Fig. 1: gate families picked out
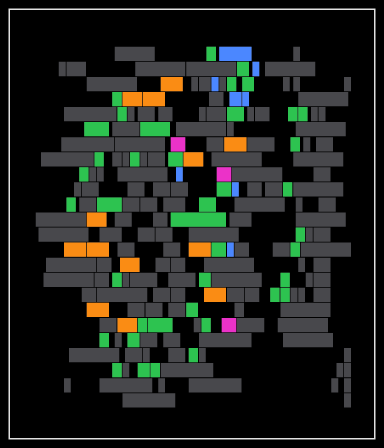
Fig. 2: placement by cell class
Bar = 20 um. Fill, decap, tap and diode cells in grey.
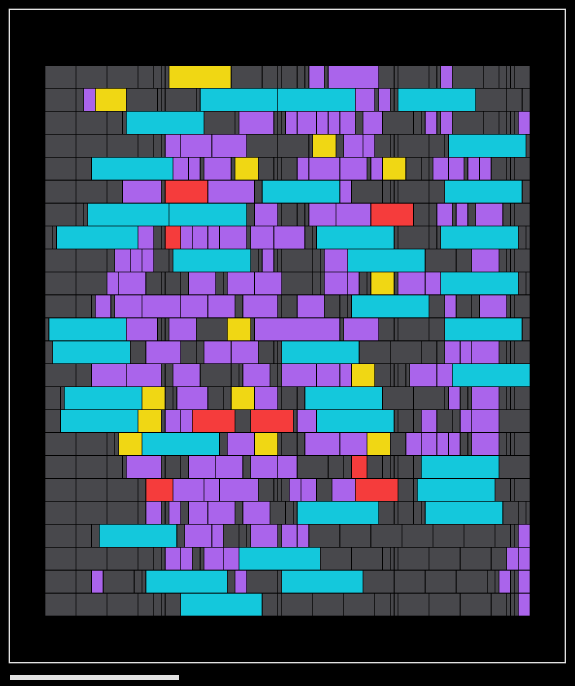
## src/rtl/stream_decypher.sv

```systemverilog
// stream_decypher
// Receive-side stream decryptor. Ciphertext bytes on ui_in are XORed with the
// low byte of a 16-bit Fibonacci LFSR (taps 16,14,13,11). The LFSR is seeded
// through the same pins as two bytes, low byte first. After each consumed byte
// the LFSR advances STEPS_PER_BYTE steps, matching stream_cypher bit-for-bit.
//
// Ports:
//   clk     : system clock, rising edge
//   rst_n   : asynchronous active-low reset
//   ena     : clock enable; all registers hold while low
//   ui_in   : ciphertext byte, or seed byte during seed load
//   uio_in  : [0] in_valid, [1] seed_load, [2] seed_hi, [7:3] ignored
//   uo_out  : registered plaintext byte
//   uio_out : [7] parity(uo_out), [6] err (sticky), [5] key_ready,
//             [4] out_valid, [3:0] zero
//   uio_oe  : constant 8'hF0 (upper nibble driven)
//
// state     | meaning
// ----------+-----------------------------------------
// S_IDLE    | no key loaded
// S_SEED_LO | low seed byte captured, waiting for high
// S_READY   | key valid, decrypting

module stream_decypher #(
    parameter logic [15:0] DEFAULT_SEED   = 16'hACE1,
    parameter int          STEPS_PER_BYTE = 8
) (
    input  logic       clk,
    input  logic       rst_n,
    input  logic       ena,
    input  logic [7:0] ui_in,
    input  logic [7:0] uio_in,
    output logic [7:0] uo_out,
    output logic [7:0] uio_out,
    output logic [7:0] uio_oe
);

    typedef enum logic [1:0] {
        S_IDLE    = 2'd0,
        S_SEED_LO = 2'd1,
        S_READY   = 2'd2
    } state_t;

    state_t      r_state, w_state_nxt;
    logic [15:0] r_lfsr, w_lfsr_nxt, w_lfsr_adv, w_seed_full;
    logic [7:0]  r_seed_lo, w_seed_lo_nxt;
    logic [7:0]  r_uo, w_uo_nxt;
    logic        r_out_valid, w_out_valid_nxt;
    logic        r_err, w_err_nxt;

    logic w_in_valid, w_seed_load, w_seed_hi, w_key_ready;
    logic w_unused_ctrl;

    assign w_in_valid    = uio_in[0];
    assign w_seed_load   = uio_in[1];
    assign w_seed_hi     = uio_in[2];
    assign w_unused_ctrl = ^uio_in[7:3];

    // All STEPS_PER_BYTE shifts are unrolled so one byte is consumed per clock.
    function automatic logic [15:0] lfsr_advance(input logic [15:0] l_in);
        logic [15:0] l;
        l = l_in;
        for (int i = 0; i < STEPS_PER_BYTE; i++) begin
            l = {l[14:0], l[15] ^ l[13] ^ l[12] ^ l[10]};
        end
        return l;
    endfunction

    assign w_lfsr_adv  = lfsr_advance(r_lfsr);
    assign w_seed_full = {ui_in, r_seed_lo};
    assign w_key_ready = (r_state == S_READY);

    always_comb begin
        w_state_nxt     = r_state;
        w_lfsr_nxt      = r_lfsr;
        w_seed_lo_nxt   = r_seed_lo;
        w_uo_nxt        = r_uo;
        w_out_valid_nxt = 1'b0;
        w_err_nxt       = r_err;

        // seed_load wins over in_valid; a coincident ciphertext byte is dropped.
        if (w_seed_load) begin
            if (!w_seed_hi) begin
                w_seed_lo_nxt = ui_in;
                w_state_nxt   = S_SEED_LO;
                w_err_nxt     = 1'b0;
            end else if (r_state == S_SEED_LO) begin
                // An all-zero seed would lock the LFSR; substitute and flag it.
                if (w_seed_full == 16'h0000) begin
                    w_lfsr_nxt = DEFAULT_SEED;
                    w_err_nxt  = 1'b1;
                end else begin
                    w_lfsr_nxt = w_seed_full;
                end
                w_state_nxt = S_READY;
            end else begin
                w_err_nxt = 1'b1;
            end
        end else if (w_in_valid) begin
            if (r_state == S_READY) begin
                w_uo_nxt        = ui_in ^ r_lfsr[7:0];
                w_lfsr_nxt      = w_lfsr_adv;
                w_out_valid_nxt = 1'b1;
            end else begin
                w_err_nxt = 1'b1;
            end
        end
    end

    always_ff @(posedge clk or negedge rst_n) begin
        if (!rst_n) begin
            r_state     <= S_IDLE;
            r_lfsr      <= DEFAULT_SEED;
            r_seed_lo   <= 8'h00;
            r_uo        <= 8'h00;
            r_out_valid <= 1'b0;
            r_err       <= 1'b0;
        end else if (ena) begin
            r_state     <= w_state_nxt;
            r_lfsr      <= w_lfsr_nxt;
            r_seed_lo   <= w_seed_lo_nxt;
            r_uo        <= w_uo_nxt;
            r_out_valid <= w_out_valid_nxt;
            r_err       <= w_err_nxt;
        end
    end

    assign uo_out  = r_uo;
    assign uio_out = {^r_uo, r_err, w_key_ready, r_out_valid, 4'b0000};
    assign uio_oe  = 8'hF0;

endmodule

```

## config.mk

```make
export PLATFORM = sky130hd
export DESIGN_NAME = stream_decypher
export DESIGN_NICKNAME = d
export VERILOG_FILES = /design/src/rtl/stream_decypher.sv
export SDC_FILE = /design/constraint.sdc
export NUM_CORES = 1
export LEC_CHECK = 0
export ABC_CLOCK_PERIOD_IN_PS = 1700
export CORE_ASPECT_RATIO = 1.2
export CORE_MARGIN = 4
export CORE_UTILIZATION = 49
export CTS_BUF_LIST = sky130_fd_sc_hd__clkbuf_8
export CTS_CLUSTER_SIZE = 40
export DETAILED_ROUTE_END_ITERATION = 8
export DONT_BUFFER_PORTS = 1
export PLACE_DENSITY = 0.66
export SYNTH_ARGS = -nofsm -noshare
export SYNTH_HDL_FRONTEND = slang
export SYNTH_SLANG_ARGS = --single-unit
```

## constraint.sdc

```tcl
create_clock -name clk -period 1.7 [get_ports clk]
set_clock_uncertainty 0.05 [all_clocks]
set_input_delay 0.425 -clock clk [delete_from_list [all_inputs] [get_ports clk]]
set_output_delay 0.425 -clock clk [all_outputs]
set_load 0.005 [all_outputs]
```

==> out/qor.csv <==
stage;metric;value;unit
run_status;status;finished, violations left;
run_status;failing checks;negative setup slack;
synth;XOR/XNOR Fraction of Synth Area;14.7;%
routing;DRC violation count after routing;0;
setup_path;CP Class;reg2reg;
routing;routed wl met2;2.02;mm
sta;sum of negative setup slack;-0.837;ns
synth;most instantiated cells after synthesis;30 x sky130_fd_sc_hd__xnor2_1, 28 x sky130_fd_sc_hd__dfrtp_1, 24 x sky130_fd_sc_hd__nand2_1, 24 x sky130_fd_sc_hd__o21ai_1, 15 x sky130_fd_sc_hd__buf_4;
floorplanning;die outline area;0.00508;mm^2
routing;per-cell via count in the routed design;5.23;
sta;unrepaired setup endpoints after global routing;yes;
placement;routability congestion estimate;0.810;
routing;met1 wire length;1.63;mm
sta;Final Hold Vio Count;0;
synth;Synth Cell Area;0.00196;mm^2
synth;number of flops mapped to enable cells by yosys;0;
synth;synthesized instance count;191;
clocking;cell chosen for the clock root;sky130_fd_sc_hd__clkbuf_8;
synth;Synth flops;36;
global_routing;combined global-route utilization of all metal layers;17.3;%
final_layout;Combinational Gates;139;
final_layout;Biggest Area Class;multi-input combinational cells;
hold_path;WHS Endpoint;r_out_valid;
routing;Initial DRT Pass Iterations;4;
setup_path;slowest cell delay on critical path;0.54;ns
setup_path;crit-path cells;or4_4, o41ai_4, buf_4, o22ai_2, o21ai_1;
sta;Hold Slack;0.158;ns
final_layout;count of inverters other than clock inverters in the layout;3;
power;Total Power Consumption;3.82;mW
final_layout;buffer count excluding the clock tree in the final layout;14;
floorplanning;# Taps;52;
power;Worst VDD drop;811;uV
final_layout;nets;218;
final_layout;fill cell instance count of the final layout;337;
final_layout;Multi-input gate area;967;um^2
synth;Largest type area fraction;35.7;%
global_routing;GRT overflow;0;
job;Max-Cap Viols;0;
setup_path;Worst Path Required;1.86;ns
clocking;clock tree buffer depth;2;
final_layout;non-filler instance count after layout;252;
clocking;count of clock tree sinks;36;
sta;top achievable clock speed;552;MHz
power;power density over cell area;1770;mW/mm^2
setup_path;terminus of the critical flop-to-flop path;r_lfsr[7];
global_routing;initial antenna violation count;0;
placement;post-placement worst setup slack;-0.156;ns
sta;Final Worst Setup Slack;-0.110;ns
synth;most used flip-flop cell after synthesis;sky130_fd_sc_hd__dfrtp_1;
sta;max-slew violation count;0;
floorplanning;vertical extent of the die;77.3;um
synth;Top area cell types;sky130_fd_sc_hd__dfrtp_1 36%, sky130_fd_sc_hd__xnor2_1 13%, sky130_fd_sc_hd__dfstp_2 11%;
final_layout;synthesis-to-layout area growth;10.3;%
hold_path;instance count along the most critical hold path;1;
final_layout;FF/Latch Area;911;um^2
placement;IO Port Bufs;0;
synth;share of synthesized area spent on multiplexers;7.15;%
floorplanning;width of the die;65.7;um
placement;cell total after placement;242;
synth;compound-gate portion of the synthesized area;13.8;%
power;reported leakage power;0.930;nW
sta;Finish-stage setup viols;10;
synth;post-synthesis cell count from yosys;191;
setup_path;category of the worst setup path launch point;flip-flop;
clocking;number of buffers created by CTS;5;
power;switching component of the power;1.40;mW
synth;yosys synthesis warning count;0;
power;Switching Fraction;36.5;%
setup_path;slowest cell on the critical path;sky130_fd_sc_hd__or4_4;
global_routing;largest net degree at the start of global routing;37;
setup_path;R2R setup slack;-0.11;ns
synth;number of distinct library cell variants in the gate-level netlist after synthesis;30;
-- Fig. 1 (at the start) --
- multiplexers: orange (cells 13; most used mux2_1)
- inverting AOI/OAI gates: green (cells 40; most used o21ai_1)
- NOR gates: blue (cells 8; most used nor2_1)
- AND-OR and OR-AND gates: magenta (cells 3; most used a21o_1)
logic gate fraction of the total cell area: 44.7%
Commonest Layout Cell: sky130_fd_sc_hd__xnor2_1

-- Fig. 2 (at the start) --
- other buffers and delay cells: yellow (cells 14)
- combinational and other logic: purple (cells 142)
- flops: cyan (cells 36)
- clock drivers and dummy loads: red (cells 8)
Post-Layout Inst Area: 0.00216 mm^2
sequential portion of the cell area: 42.1%
cell row count: 24
final core occ: 57.6%
Floorplan Core Area: 0.00375 mm^2

-- power groups by stage --
stage	combinational (mW)	sequential [mW]	clock [mW]
after floorplan	1.38	1.51	0
after global placement	1.50	1.62	0
after detailed placement	1.53	1.64	0
after CTS	1.60	1.63	0.618
after global routing	1.77	1.68	0.655
final	1.60	1.63	0.594
-- layer usage --
layer	vias to the layer above	track usage, %
met1	633	19.6
met4	0	7.88
met3	8	6.58
li1	635	-
met5	-	0
met2	41	28.3
-- registers in the layout (all words and copies together) (netlist names) --
register,cells
uo_out,8
r_err,1
r_out_valid,1
r_seed_lo,8
r_state,2
r_lfsr,16
-- critical path, delay by kind of cell, from the launching register on --
| kind | cells | cell delay, ns |
|---|---|---|
| compound gates | 3 | 0.57 |
| simple gates | 1 | 0.54 |
| flops | 1 | 0.38 |
| buf+inv | 1 | 0.20 |
No activity file was given, so power comes from the tool's default toggle rates.
